<file path="src/rtl/pt_host_pkg.sv">
// Shared definitions for the page-table host: cache command codes, table layout
// and FSM state encoding.
package pt_host_pkg;

    typedef enum logic [1:0] {
        CMD_NOP = 2'b00,
        CMD_RD  = 2'b01,
        CMD_WR  = 2'b10,
        CMD_LD  = 2'b11
    } cmd_e;

    // Table layout: bytes 0-15 page table, 16-19 PTE area, byte 20 carries the PID.
    localparam int TABLE_SIZE = 21;
    localparam int PTE_BASE   = 16;
    localparam int PID_IDX    = 20;

    localparam logic [2:0] S_IDLE     = 3'd0;
    localparam logic [2:0] S_WR_WAIT  = 3'd1;
    localparam logic [2:0] S_WR_PULSE = 3'd2;
    localparam logic [2:0] S_WR_GAP   = 3'd3;
    localparam logic [2:0] S_RD_WAIT  = 3'd4;
    localparam logic [2:0] S_LD_WAIT  = 3'd5;
    localparam logic [2:0] S_RELEASE  = 3'd6;

    function automatic logic is_wait_state(input logic [2:0] s);
        return (s == S_WR_WAIT) || (s == S_RD_WAIT) || (s == S_LD_WAIT);
    endfunction

endpackage

</file>
<file path="src/rtl/pt_host_timeout.sv">
// Watchdog for the cache port: counts enabled cycles up to a loaded limit and
// flags expiry; clear restarts it from zero.
module pt_host_timeout (
    input  logic       clk,
    input  logic       rst,
    input  logic       clear_i,
    input  logic       en_i,
    input  logic [7:0] limit_i,
    output logic       expired_o
);

    logic [7:0] count_q, count_d;

    // Saturate at the limit so a stalled wait keeps reporting expiry.
    always_comb begin
        count_d = count_q;
        if (clear_i) begin
            count_d = '0;
        end else if (en_i && (count_q != limit_i)) begin
            count_d = count_q + 8'd1;
        end
    end

    always_ff @(posedge clk or posedge rst) begin
        if (rst) begin
            count_q <= '0;
        end else begin
            count_q <= count_d;
        end
    end

    assign expired_o = en_i && (count_q == limit_i);

endmodule

</file>
<file path="src/rtl/pt_host.sv">
// Host-side sequencer driving the page-table cache port: table writes, address
// translations and table dumps, with a watchdog abort on every wait.
module pt_host
    import pt_host_pkg::*;
#(
    parameter int TIMEOUT    = 255,
    parameter int NOP_CYCLES = 2
) (
    input  logic       clk,
    input  logic       rst,
    input  logic       req_valid_i,
    output logic       req_ready_o,
    input  logic [1:0] req_op_i,
    input  logic [3:0] req_pid_i,
    input  logic [7:0] req_addr_i,
    input  logic [7:0] wr_data_i,
    input  logic       wr_valid_i,
    output logic       wr_ready_o,
    output logic [7:0] rsp_data_o,
    output logic       rsp_valid_o,
    output logic       rsp_fault_o,
    output logic       rsp_last_o,
    output logic [1:0] cmd_o,
    output logic       datavalid_o,
    output logic [7:0] datain_o,
    output logic [3:0] PID_o,
    input  logic [7:0] dataout_i,
    input  logic       outvalid_i,
    input  logic       pagefault_i,
    input  logic       wd_i
);

    logic [2:0] state_q, state_d;
    cmd_e       cmd_q, cmd_d;
    logic [3:0] pid_q, pid_d;
    logic [7:0] datain_q, datain_d;
    logic [4:0] cnt_q, cnt_d;
    logic [7:0] nop_q, nop_d;
    logic       outvalid_prev_q;
    logic [7:0] rsp_data_q, rsp_data_d;
    logic       rsp_valid_q, rsp_valid_d;
    logic       rsp_fault_q, rsp_fault_d;
    logic       rsp_last_q, rsp_last_d;
    logic       go_release, expired, ld_edge, last_byte;

    assign ld_edge   = outvalid_i && !outvalid_prev_q;
    assign last_byte = (cnt_q == 5'(PID_IDX));

    pt_host_timeout u_timeout (
        .clk       (clk),
        .rst       (rst),
        .clear_i   (!is_wait_state(state_q) || (state_q == S_LD_WAIT && ld_edge)),
        .en_i      (is_wait_state(state_q)),
        .limit_i   (8'(TIMEOUT)),
        .expired_o (expired)
    );

    // A real event in a wait state always wins over a coincident watchdog expiry.
    always_comb begin
        state_d     = state_q;
        cmd_d       = cmd_q;
        pid_d       = pid_q;
        datain_d    = datain_q;
        cnt_d       = cnt_q;
        nop_d       = nop_q;
        rsp_data_d  = '0;
        rsp_valid_d = 1'b0;
        rsp_fault_d = 1'b0;
        rsp_last_d  = 1'b0;
        go_release  = 1'b0;
        case (state_q)
            S_IDLE: begin
                if (req_valid_i && req_op_i != CMD_NOP) begin
                    cmd_d = cmd_e'(req_op_i);
                    pid_d = req_pid_i;
                    cnt_d = '0;
                    case (req_op_i)
                        CMD_RD: begin
                            datain_d = req_addr_i;
                            state_d  = S_RD_WAIT;
                        end
                        CMD_WR:  state_d = S_WR_WAIT;
                        default: state_d = S_LD_WAIT;
                    endcase
                end
            end
            S_WR_WAIT: begin
                if (wd_i && last_byte) begin
                    datain_d = {4'h0, pid_q};
                    state_d  = S_WR_PULSE;
                end else if (wd_i && wr_valid_i) begin
                    datain_d = wr_data_i;
                    state_d  = S_WR_PULSE;
                end else if (expired) begin
                    go_release = 1'b1;
                end
            end
            S_WR_PULSE: state_d = S_WR_GAP;
            S_WR_GAP: begin
                if (last_byte) begin
                    rsp_valid_d = 1'b1;
                    rsp_last_d  = 1'b1;
                    go_release  = 1'b1;
                end else begin
                    cnt_d   = cnt_q + 5'd1;
                    state_d = S_WR_WAIT;
                end
            end
            S_RD_WAIT: begin
                if (outvalid_i || pagefault_i) begin
                    rsp_data_d  = dataout_i;
                    rsp_fault_d = pagefault_i;
                    rsp_valid_d = 1'b1;
                    rsp_last_d  = 1'b1;
                    go_release  = 1'b1;
                end else if (expired) begin
                    go_release = 1'b1;
                end
            end
            S_LD_WAIT: begin
                if (ld_edge) begin
                    rsp_data_d  = dataout_i;
                    rsp_valid_d = 1'b1;
                    if (cnt_q == 5'(TABLE_SIZE - 1)) begin
                        rsp_last_d = 1'b1;
                        go_release = 1'b1;
                    end else begin
                        cnt_d = cnt_q + 5'd1;
                    end
                end else if (expired) begin
                    go_release = 1'b1;
                end
            end
            S_RELEASE: begin
                if (nop_q == 8'(NOP_CYCLES - 1)) begin
                    state_d = S_IDLE;
                end else begin
                    nop_d = nop_q + 8'd1;
                end
            end
            default: state_d = S_IDLE;
        endcase
        if (go_release) begin
            if (is_wait_state(state_q) && !rsp_valid_d) begin
                rsp_valid_d = 1'b1;
                rsp_fault_d = 1'b1;
                rsp_last_d  = 1'b1;
            end
            state_d = S_RELEASE;
            cmd_d   = CMD_NOP;
            nop_d   = '0;
        end
    end

    always_ff @(posedge clk or posedge rst) begin
        if (rst) begin
            state_q         <= S_IDLE;
            cmd_q           <= CMD_NOP;
            pid_q           <= '0;
            datain_q        <= '0;
            cnt_q           <= '0;
            nop_q           <= '0;
            outvalid_prev_q <= 1'b0;
            rsp_data_q      <= '0;
            rsp_valid_q     <= 1'b0;
            rsp_fault_q     <= 1'b0;
            rsp_last_q      <= 1'b0;
        end else begin
            state_q         <= state_d;
            cmd_q           <= cmd_d;
            pid_q           <= pid_d;
            datain_q        <= datain_d;
            cnt_q           <= cnt_d;
            nop_q           <= nop_d;
            outvalid_prev_q <= outvalid_i;
            rsp_data_q      <= rsp_data_d;
            rsp_valid_q     <= rsp_valid_d;
            rsp_fault_q     <= rsp_fault_d;
            rsp_last_q      <= rsp_last_d;
        end
    end

    assign req_ready_o = (state_q == S_IDLE);
    assign wr_ready_o  = (state_q == S_WR_WAIT) && wd_i && !last_byte;
    assign datavalid_o = (state_q == S_WR_PULSE);
    assign cmd_o       = cmd_q;
    assign PID_o       = pid_q;
    assign datain_o    = datain_q;
    assign rsp_data_o  = rsp_data_q;
    assign rsp_valid_o = rsp_valid_q;
    assign rsp_fault_o = rsp_fault_q;
    assign rsp_last_o  = rsp_last_q;

endmodule

</file>
<file path="config.mk">
export PLATFORM = sky130hd
export DESIGN_NAME = pt_host
export DESIGN_NICKNAME = d
export VERILOG_FILES = /design/src/rtl/pt_host_pkg.sv /design/src/rtl/pt_host_timeout.sv /design/src/rtl/pt_host.sv
export SDC_FILE = /design/constraint.sdc
export NUM_CORES = 1
export LEC_CHECK = 0
export ABC_AREA = 1
export CAP_MARGIN = 15
export CORE_MARGIN = 4
export CORE_UTILIZATION = 30
export DETAILED_ROUTE_END_ITERATION = 6
export HOLD_SLACK_MARGIN = 0.12
export SYNTH_ARGS = -nofsm -noshare
export SYNTH_HDL_FRONTEND = slang
export SYNTH_SLANG_ARGS = --single-unit
</file>
<file path="constraint.sdc">
create_clock -name clk -period 2.3 [get_ports clk]
set_clock_uncertainty 0.05 [all_clocks]
set_input_delay 0.345 -clock clk [delete_from_list [all_inputs] [get_ports clk]]
set_output_delay 0.345 -clock clk [all_outputs]
set_load 0.01 [all_outputs]
</file>
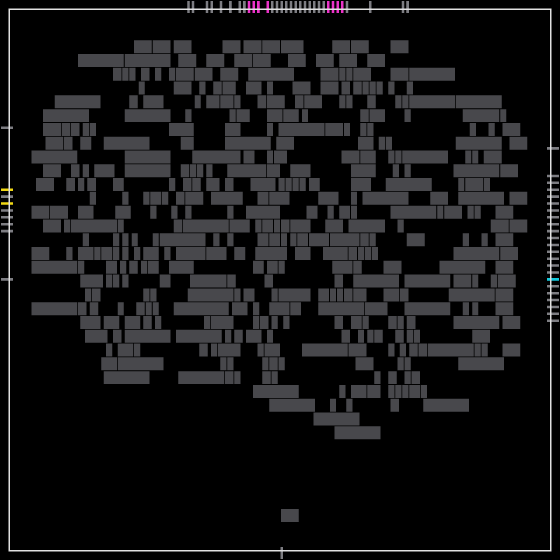
*Pin map, run 1*
Pins as bars across the die edge, other pins in gray.
| port | color | pins | direction | edge |
|---|---|---|---|---|
| wr_data_i | magenta | 8 | input | top |
| cmd_o | yellow | 2 | output | left |
| pagefault_i | cyan | 1 | input | right |
die span in y: 107 um
chip width: 107 um

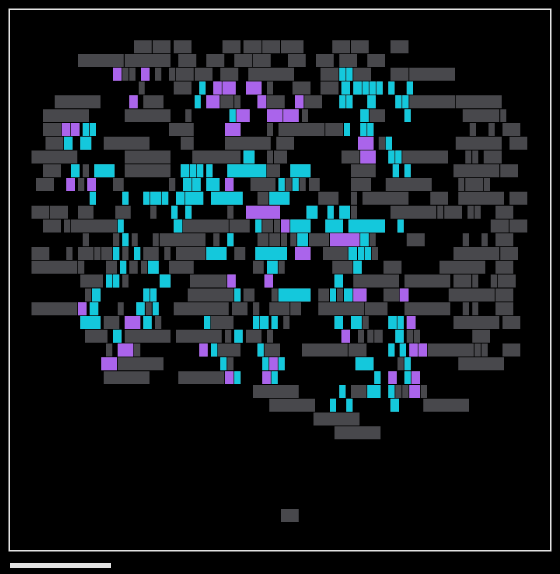
*Logic cells by family, run 1*
Bar = 20 um.
| family | color | cells |
|---|---|---|
| NAND gates | cyan | 127 |
| inverting AOI/OAI gates | purple | 43 |
fin cells: 545
combinational share of cell area: 37.8%

==> impl_metrics.tcl, run 1 <==
# metrics dict for downstream scripts
set metrics [dict create \
    post_cts_buffers 0 \
    wl_met1_um 3080 \
    coreArea_um2 9330 \
    yosys_area_um2 2910 \
    place_hpwl_um 5160 \
    grt_max_degree 51 \
    dr.pass1.iters 4 \
    final-comb-area_um2 1460 \
    path_max_fanout 8 \
    vdd.ir_drop.worst_mv 0.212 \
    ff_type "dfrtp_1" \
    finish.utilization_pct 41.3 \
    synth_flops 50 \
    vias 2395 \
    crit_required_ns 1.90 \
    dr_wl_met3_um 344 \
    p_leak_nw 1.83 \
    ys_seq_share_pct 43.0 \
    period_used_pct 94.7 \
    final_max_slew_viol_count 0 \
    setup_slack_ns 0.121 \
    final_net_count 457 \
    die-area_um2 11300 \
    rsz0062_at_grt "no" \
    num-fill-cells 945 \
    ys_types 43 \
    met1_usage_pct 16.7 \
    grt_busiest_layer "met2" \
    grt.overflow.total 0 \
    netlist_area_um2 2910 \
    drive_above_1_share_pct 17.3 \
    via_per_inst 4.39 \
    drv_cap 0 \
    clock-root-buffer "clkbuf_8" \
    cts_buffers 5 \
    async_reset_ff_share_pct 100 \
    critical_path.max_stage_delay_ns 0.56 \
    worst_slew_pin_slew_ns 0.449 \
    gp_congestion 0.777 \
    slowest_stage "clkdlybuf4s50_1" \
    drtAntennaViolNets 0 \
    totalPowerFinal_mw 1.59 \
    fp-utilization_pct 31.2 \
    critical-path-top-delay-family "buffers and inverters" \
    path_buffers 2 \
    row_count 35 \
    ys_cells 342 \
    arrival_ns 1.78 \
    fin_crit_ns 2.18 \
    io_buffers 64 \
    status "finished clean" \
    pin_count 65 \
    worstSetupEndpointType "output pin" \
    setup-violations-final 0 \
    grt_pass1_vias 2317 \
    clk_path_buf_depth 2 \
    warnings 28 \
    top_layer "met4" \
    tritoncts "done" \
    antenna_cells 0 \
    yosys_warnings 0 \
    holdWs_ns 0.342 \
    wl_per_cell_um 12.1 \
]
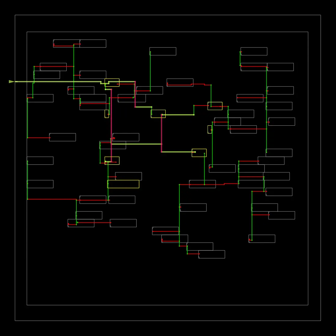
*Clock nets, run 1*
Clk Latency, worst-skew pair: 0.31 ns
clock buffer count: 7
clk pwr: 0.611 mW
seq_cells: 50

-- run 1: cell families after synthesis --
logic type | count (synthesis) | synth area share (%)
AOI/OAI and AO/OA | 44 | 10.2
xor gates and xnor gates | 10 | 3.01
adders and majority gates | 5 | 2.15
buffers and inverters | 50 | 7.18
DFF | 50 | 43.0
muxes | 2 | 0.731
and+or+nand+nor | 181 | 33.8
-- run 1: cell usage in the layout (no fill, tap or decap), types with 3 or more instances in the layout --
cell	instances
nand2_2	8
o211ai_1	3
inv_2	6
ha_1	5
inv_1	38
clkdlybuf4s50_1	63
nand3_2	3
clkbuf_8	5
buf_4	3
nand2_4	6
dfrtp_1	49
nand3_1	27
nand3_4	3
nand2_1	74
nor2_2	8
nor2_1	33
nor2_4	6
o21ai_0	7
xor2_1	8
a21oi_1	11
a21oi_2	7
o21ai_1	8
o21ai_2	3
-- run 1: timing repair --
action | in CTS | in global routing
endpoints found under the hold margin | 0 | 0
setup endpoints to repair | 1 | 1
hold buffers | 0 | 0
gates cloned | 0 | 0
resized | 2 | 1
pin swaps | 0 | 0
-- run 1: synth_stat cells (3+ instances only) --
cell      count  share of area [%]
nand3_4       3                1.8
nand2_4       6                2.3
inv_1        39                5.0
a21oi_1      11                1.9
o211ai_1      3               0.77
xor2_1        8                2.4
o21ai_1       8                1.4
nor2_4        5                1.9
dfrtp_1      50                 43
nor2_1       33                4.3
o21ai_2       3               0.90
nand3_1      27                4.6
o21ai_0       7                1.2
inv_2         5               0.64
ha_1          5                2.1
nand2_2       8                1.7
nor2_2        9                1.9
nand3_2       3                1.0
a21oi_2       7                2.1
nand2_1      74                9.5
-- run 1: flip-flops by register name, summed over array words and instances, names as in the netlist --
register	count
PID_o	4
cmd_o	2
cnt_q	5
datain_o	8
nop_q	8
outvalid_prev_q	1
rsp_data_o	8
rsp_fault_o	1
rsp_last_o	1
rsp_valid_o	1
state_q	3
u_timeout.count_q	8
-- run 1: stage by stage --
stage / instance area (um2) / instances
after floorplan: 2910 / 342
after global placement: 3740 / 537
after detailed placement: 3740 / 537
after CTS: 3850 / 545
after global routing: 3850 / 545
final: 3850 / 545
-- run 1: final cells by class --
type | count | share of cell area, %
Timing Repair Buffer | 68 | 17.8
Clock inverter | 1 | 0.779
Sequential cell | 50 | 32.5
Inverter | 48 | 4.94
Tap cell | 129 | 4.19
Multi-Input combinational cell | 242 | 37.8
Clock buffer | 7 | 1.98
-- run 1: tightest hold or removal path, cell delays in order --
cell and delay [ns]:
clkdlybuf4s50_1 0.42, inv_2 0.07, buf_12 0.25
-- run 1: path summary, 6_finish.rpt --
path | startpoint | endpoint | slack, ns | cells past startpoint
worst min register to register | datain_o[6] | datain_o[6] | 0.44 | 2
worst min-delay path | rst | rsp_data_o[6] | 0.34 | 3
max in group asynchronous | rst | state_q[2] | 1.59 | 3
worst max register to register | cnt_q[0] | nop_q[0] | 0.47 | 10
worst max-delay path | state_q[2] | datavalid_o | 0.12 | 4
min in group clk | datain_o[6] | datain_o[6] | 0.44 | 2
-- run 1: power by group --
part	internal, mW	switching, mW	total [mW]
Combinational	0.0620	0.0389	0.101
Sequential	0.879	0.000184	0.879
Clock	0.326	0.285	0.611
Total	1.27	0.324	1.59
==> run 1 -> run 2 <==
--- a/config.mk
+++ b/config.mk
@@ -9,8 +9,10 @@
 export CAP_MARGIN = 15
 export CORE_MARGIN = 4
 export CORE_UTILIZATION = 30
+export CTS_BUF_LIST = sky130_fd_sc_hd__clkbuf_4 sky130_fd_sc_hd__clkbuf_8 sky130_fd_sc_hd__clkbuf_16
 export DETAILED_ROUTE_END_ITERATION = 6
 export HOLD_SLACK_MARGIN = 0.12
+export REMOVE_ABC_BUFFERS = 1
 export SYNTH_ARGS = -nofsm -noshare
 export SYNTH_HDL_FRONTEND = slang
 export SYNTH_SLANG_ARGS = --single-unit
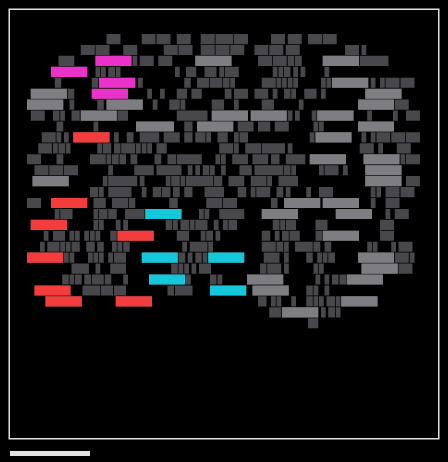
*Register map, names as in the netlist, run 2*
Bar = 20 um. Other sequential cells in the stronger gray, the rest of the logic in the fainter gray.
| netlist name | color | placed flops |
|---|---|---|
| PID_o | magenta | 4 |
| nop_q | red | 8 |
| cnt_q | cyan | 5 |
Seq area share: 32.6%
sequential group power: 0.879 mW
FF+latch area: 1250 um2

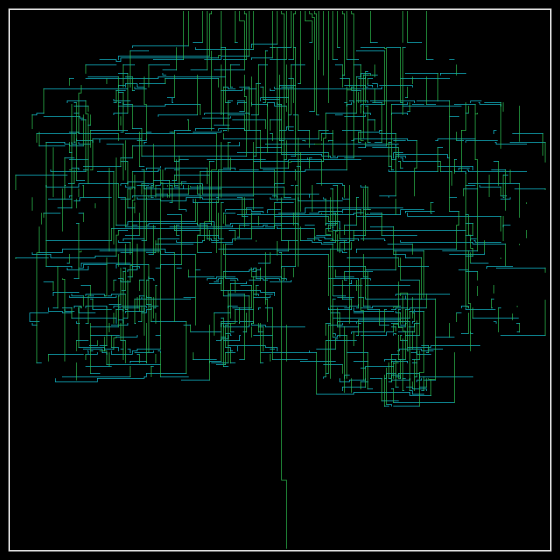
*Signal wires by layer, run 2*
Only two layers are drawn.
| layer | color | wire length |
|---|---|---|
| metal 1 | cyan | 3050 um |
| metal 2 | green | 3110 um |
DRT Wirelength: 6590 um
Tot GR Track Use: 11.9%

==> run 2 against run 1 <==
  * Largest power group unchanged
  * Design area decreased by 0.29%
  * Sequential share of layout area increased by 0.095 points
  * Highest routed layer unchanged
  * Largest cell class unchanged
  * Wire length decreased by 0.20%
==> impl_metrics.tcl, run 2 <==
# metrics dict for downstream scripts
set metrics [dict create \
    dr.pass1.iters 4 \
    hp-class "input pin to asynchronous set/reset pin" \
    synth.most_common_cell "nand2_1" \
    tritoncts "done" \
    synth_top_area_share_pct 43.0 \
    vias 2413 \
    area_growth_pct 31.9 \
    clk_path_buf_depth 2 \
    syn_inst 342 \
    async_reset_ff_share_pct 100 \
    cts_hold_buf 0 \
    antenna_cells 0 \
    vdd.ir_drop.worst_mv 0.209 \
    via_per_inst 4.43 \
    row_count 35 \
    status "finished clean" \
    pin_count 65 \
    worst_slew_pin_slew_ns 0.484 \
    lay_top_cells "nand2_1, clkdlybuf4s50_1, dfrtp_1" \
    die_h_um 107 \
    drive_above_1_share_pct 17.8 \
    synth_flops 50 \
    synthTopCellsByCount "nand2_1, dfrtp_1, inv_1, nor2_1, nand3_1" \
    totalPowerFinal_mw 1.52 \
    die-area_um2 11300 \
    ys_seq_share_pct 43.0 \
    worstSetupEndpointType "output pin" \
    finalInstanceArea_um2 3840 \
    grt_pass1_vias 2353 \
    final_max_slew_viol_count 0 \
    arrival_ns 1.76 \
    p_leak_nw 1.83 \
    yosys_area_um2 2910 \
    fp-utilization_pct 31.2 \
    ys_types 43 \
    edf_count 0 \
    drc 0 \
    cts_buffers 5 \
    drt_first_iter_violations 84 \
    grt_pass1_wl_um 11100 \
    fp.dieW_um 107 \
    coreArea_um2 9330 \
    slew_headroom_pct 67.4 \
    critical-path-top-delay-family "buffers and inverters" \
    drv_cap 0 \
    top_area_cell "dfrtp_1" \
    topCellsByArea "dfrtp_1, nand2_1, inv_1" \
    avgSynthCellArea_um2 8.51 \
    ys_cells 342 \
    setup-violations-final 0 \
    warnings 27 \
    clkLatencyLatePin_ns 0.29 \
    place_hpwl_um 5220 \
    io_buffers 64 \
    ff_type "dfrtp_1" \
    final_net_count 457 \
    cp_cell_sequence "inv_2, nand2_1, nor2_1, clkdlybuf4s50_1" \
    wl_per_cell_um 12.1 \
    power.density_nw_per_um2 395 \
    grt_max_degree 51 \
    critical_path_class "register to output pin" \
    place_area_um2 3740 \
    setup_slack_ns 0.148 \
    grt.overflow.total 0 \
    cts_num_sinks 50 \
    final_common_cell "nand2_1" \
    hold_viol 0 \
    period_used_pct 93.6 \
    path_buffers 2 \
    clk_pin_slew_ns 0.09 \
    clock-root-buffer "clkbuf_8" \
    slowest_stage "clkdlybuf4s50_1" \
    fmax_ghz 0.465 \
    gp_congestion 0.834 \
    critPathLaunchType "register" \
    htreeDepth 2 \
    crit_required_ns 1.90 \
    rsz0062_at_grt "no" \
    place_ws_ns 0.221 \
    path_max_fanout 8 \
    yosys_warnings 0 \
    drtAntennaViolNets 0 \
    fin_crit_ns 2.15 \
    netlist_area_um2 2910 \
    finalSetupTns_ns 0 \
    critical_path.max_stage_delay_ns 0.56 \
    antenna_found_initial 0 \
]
[run 2: final timing paths]
kind / cells after the start / endpoint / slack, ns / start
worst max-delay path: 4 / datavalid_o / 0.15 / state_q[2]
worst min-delay path: 3 / datain_o[7] / 0.35 / rst
worst max register to register: 10 / nop_q[2] / 0.49 / cnt_q[0]
worst min register to register: 2 / datain_o[6] / 0.45 / datain_o[6]
max in group asynchronous: 3 / state_q[2] / 1.61 / rst
min in group clk: 2 / datain_o[6] / 0.45 / datain_o[6]
[run 2: logic make-up after synthesis]
family | after synthesis | synth area share [%]
simple gates | 181 | 33.8
buf+inv | 50 | 7.18
flops | 50 | 43.0
compound gates | 44 | 10.2
xor+xnor | 10 | 3.01
fa+ha+maj | 5 | 2.15
mux | 2 | 0.731
[run 2: cell type report]
class / instances / area [um2]
Clock inverter: 1 / 5.00
Fill cell: 952 / 5490
Sequential cell: 50 / 1250
Multi-Input combinational cell: 242 / 1460
Tap cell: 129 / 161
Timing Repair Buffer: 68 / 686
Inverter: 48 / 190
Clock buffer: 7 / 90.1
[run 2: tightest hold or removal path, cell delays in order]
cell and delay (ns):
clkdlybuf4s50_1 0.41, inv_2 0.07, buf_12 0.25
[run 2: through the flow]
step           utilization [%]  std cells  hold WS (ns)
2_1_floorplan                -        340         0.326
3_3_place_gp              40.1        537         0.421
3_5_place_dp              40.1        537         0.427
4_1_cts                   41.2        545         0.356
5_1_grt                   41.2        545         0.380
6_report                  41.2        545         0.347
[run 2: per-layer routing]
metal	track usage [%]	up-vias	routed length, um
met5	0	-	0
met4	1.92	0	24
met3	2.67	2	407
met2	19.6	59	3110
met1	16.2	1108	3050
li1	-	1244	-
[run 2: power by group]
group	internal (mW)	switching [mW]	total (mW)
logic	0.0620	0.0382	0.100
registers	0.879	0.000198	0.879
clock network	0.255	0.281	0.536
[run 2: timing repair]
item,4_1_cts,5_1_grt
gates cloned,0,0
endpoints found under the setup margin,1,1
resized,2,1
setup buffers,0,0
==> run 2 -> run 3 <==
--- a/config.mk
+++ b/config.mk
@@ -6,13 +6,15 @@
 export NUM_CORES = 1
 export LEC_CHECK = 0
 export ABC_AREA = 1
-export CAP_MARGIN = 15
+export CAP_MARGIN = 10
 export CORE_MARGIN = 4
 export CORE_UTILIZATION = 30
 export CTS_BUF_LIST = sky130_fd_sc_hd__clkbuf_4 sky130_fd_sc_hd__clkbuf_8 sky130_fd_sc_hd__clkbuf_16
+export CTS_CLUSTER_SIZE = 28
 export DETAILED_ROUTE_END_ITERATION = 6
 export HOLD_SLACK_MARGIN = 0.12
 export REMOVE_ABC_BUFFERS = 1
 export SYNTH_ARGS = -nofsm -noshare
 export SYNTH_HDL_FRONTEND = slang
+export SYNTH_HIERARCHICAL = 1
 export SYNTH_SLANG_ARGS = --single-unit
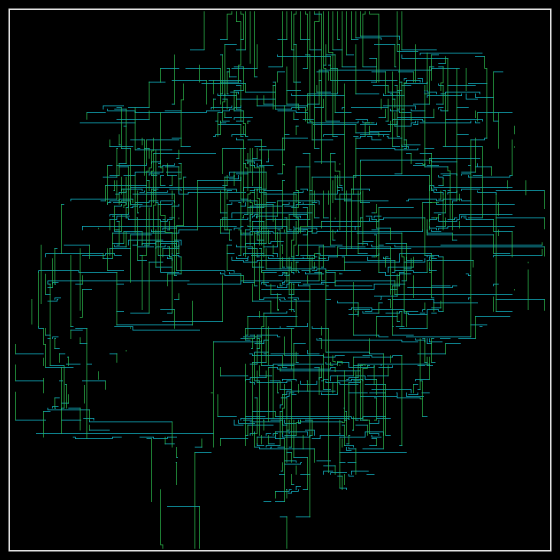
*Signal wires by layer, run 3*
Only two layers are drawn.
| layer | color | wire length |
|---|---|---|
| metal 2 | green | 3170 um |
| metal 1 | cyan | 3270 um |
DRT Wirelength: 7020 um
routed vias: 2714

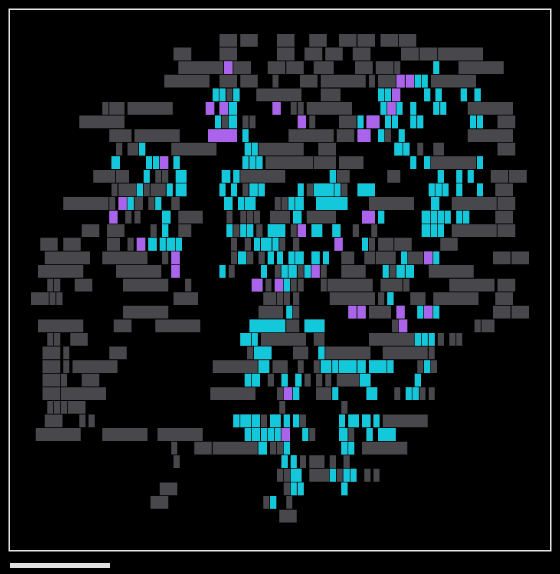
*Logic cells by family, run 3*
Bar = 20 um.
| family | color | cells |
|---|---|---|
| NAND gates | cyan | 188 |
| inverting AOI/OAI gates | purple | 32 |
fin cells: 626
combinational share of cell area: 38.4%
most frequent logic cell in the layout: nand2_1

==> run 3 against run 2 <==
  * Synthesized cell count increased by 20%
  * Core utilization down 0.81 points
  * Critical path depth unchanged
  * Via count increased by 12%
  * Design area increased by 2.7%
  * Area after synthesis increased by 3.2%
  * Cell count is 15% higher
  * Total power is 140% higher
  * Non-clock buffer count up 1
==> impl_metrics.tcl, run 3 <==
# metrics dict for downstream scripts
set metrics [dict create \
    fp-utilization_pct 30.7 \
    period_used_pct 93.5 \
    drc 0 \
    path_buffers 2 \
    antenna_found_initial 0 \
    clock-root-buffer "clkbuf_8" \
    hold_viol 0 \
    path_max_fanout 6 \
    status "finished clean" \
    place_hpwl_um 5430 \
    grt_pass1_vias 2606 \
    clkLatencyLatePin_ns 0.30 \
    die-area_um2 11700 \
    cp_cell_sequence "nor2_1, nand2_1, inv_2, clkdlybuf4s50_1" \
    yosys_area_um2 3010 \
    finalSetupTns_ns 0 \
    htreeDepth 2 \
    row_count 36 \
    top_area_cell "dfrtp_1" \
    cts_hold_buf 0 \
    power.density_nw_per_um2 941 \
    async_reset_ff_share_pct 100 \
    antenna_cells 0 \
    edf_count 0 \
    critical-path-top-delay-family "buffers and inverters" \
    ys_cells 410 \
    post_cts_buffers 0 \
    area_growth_pct 31.3 \
    place_area_um2 3850 \
    dr.pass1.iters 4 \
    warnings 27 \
    arrival_ns 1.76 \
    cts_buffers 5 \
    rsz0062_at_grt "no" \
    track_usage_pct 12.7 \
    critical_path.max_stage_delay_ns 0.55 \
    final_max_slew_viol_count 0 \
    syn_inst 410 \
    r2r_start "u_timeout/count_q[5]" \
    grt_max_degree 43 \
    die_h_um 108 \
    grt_pass1_wl_um 11900 \
    synth.most_common_cell "nand2_1" \
    synthTopCellsByCount "nand2_1, inv_1, dfrtp_1, nor2_1, nand3_1" \
    vdd.ir_drop.worst_mv 0.304 \
    synth_flops 50 \
    worstSetupEndpointType "output pin" \
    yosys_warnings 6 \
    critPathLaunchType "register" \
    coreArea_um2 9770 \
    io_buffers 64 \
    topCellsByArea "dfrtp_1, nand2_1, inv_1" \
    slowest_stage "clkdlybuf4s50_1" \
    setup-violations-final 0 \
    hp-class "input pin to asynchronous set/reset pin" \
    critical_path_class "register to output pin" \
    dp_cells 619 \
    drive_above_1_share_pct 8.92 \
    netlist_area_um2 3010 \
    final_net_count 535 \
    drtAntennaViolNets 0 \
    crit_required_ns 1.90 \
    tritoncts "done" \
    gp_congestion 0.850 \
    setup.worst_path.start "state_q[1]" \
    via_per_inst 4.34 \
    pin_count 65 \
    holdWs_ns 0.288 \
    lay_top_cells "nand2_1, clkdlybuf4s50_1, inv_1" \
    ys_seq_share_pct 41.6 \
    clk_path_buf_depth 2 \
    p_leak_nw 2.08 \
    clk_pin_slew_ns 0.09 \
    ys_types 34 \
    ff_type "dfrtp_1" \
    slew_headroom_pct 63.7 \
    avgSynthCellArea_um2 7.33 \
    fp.dieW_um 108 \
    wl_per_cell_um 11.2 \
    synth_top_area_share_pct 41.6 \
    worst_slew_pin_slew_ns 0.544 \
    cts_num_sinks 50 \
    drv_cap 0 \
    drt_first_iter_violations 131 \
    finalInstanceArea_um2 3950 \
    grt.overflow.total 0 \
    fin_crit_ns 2.15 \
    fmax_ghz 0.465 \
]
## run 3: kinds of logic after synthesis
group,after synthesis,synth area share (%)
XOR/XNOR,9,2.62
AND-OR/OR-AND,32,5.99
adder cells (fa/ha/maj),5,2.08
AND/OR/NAND/NOR,241,37.1
flip-flops,50,41.6
buffers and inverters,70,9.66
other,1,0.125
multiplexers,2,0.749
## run 3: path summary, 6_finish.rpt
| kind | to | slack [ns] | cells after the start |
|---|---|---|---|
| setup / recovery | req_ready_o | 0.15 | 4 |
| hold / removal | u_timeout/count_q[3] | 0.29 | 2 |
| setup reg to reg | state_q[0] | 0.30 | 15 |
| hold reg to reg | datain_o[0] | 0.44 | 2 |
| max in group asynchronous | state_q[0] | 1.35 | 3 |
| min in group clk | datain_o[0] | 0.44 | 2 |
## run 3: power by group
part	internal [mW]	leakage [nW]	switching [mW]
Clock	0.208	0.0362	0.299
Sequential	1.12	0.657	0.180
Combinational	0.798	1.39	1.10
## run 3: metal layers
| metal | vias up | wire length, um | global-route usage [%] |
|---|---|---|---|
| li1 | 1429 | - | - |
| met1 | 1205 | 3270 | 16.9 |
| met2 | 69 | 3170 | 20.3 |
| met3 | 11 | 460 | 3.22 |
| met4 | 0 | 119 | 4.06 |
| met5 | - | 0 | 0 |
## run 3: layout make-up
cell class	count	area (um2)
Sequential cell	50	1250
Timing Repair Buffer	69	681
Inverter	65	246
Fill cell	1034	5830
Tap cell	133	166
Clock buffer	5	68.8
Clock inverter	2	15.0
Multi-Input combinational cell	302	1520
## run 3: worst reg2reg max path, delay by kind of cell (launching register included)
kind	cells	cell delay, ns
buf+inv	1	0.09
flops	1	0.45
simple gates	13	1.18
compound gates	1	0.12
## run 3: stage by stage
step	worst slack (ns)	total power, mW	utilization [%]
finish	0.149	3.71	40.4
CTS	0.0634	3.77	40.3
detailed placement	0.227	3.24	39.4
global route	0.0259	4.06	40.4
global placement	0.258	3.21	39.4
floorplan	0.0626	2.47	-
## run 3: repair_timing
item	CTS	global route
resized	1	3
setup endpoints to repair	1	2
hold endpoints to repair	0	0
No activity file was given, so power comes from the tool's default toggle rates.
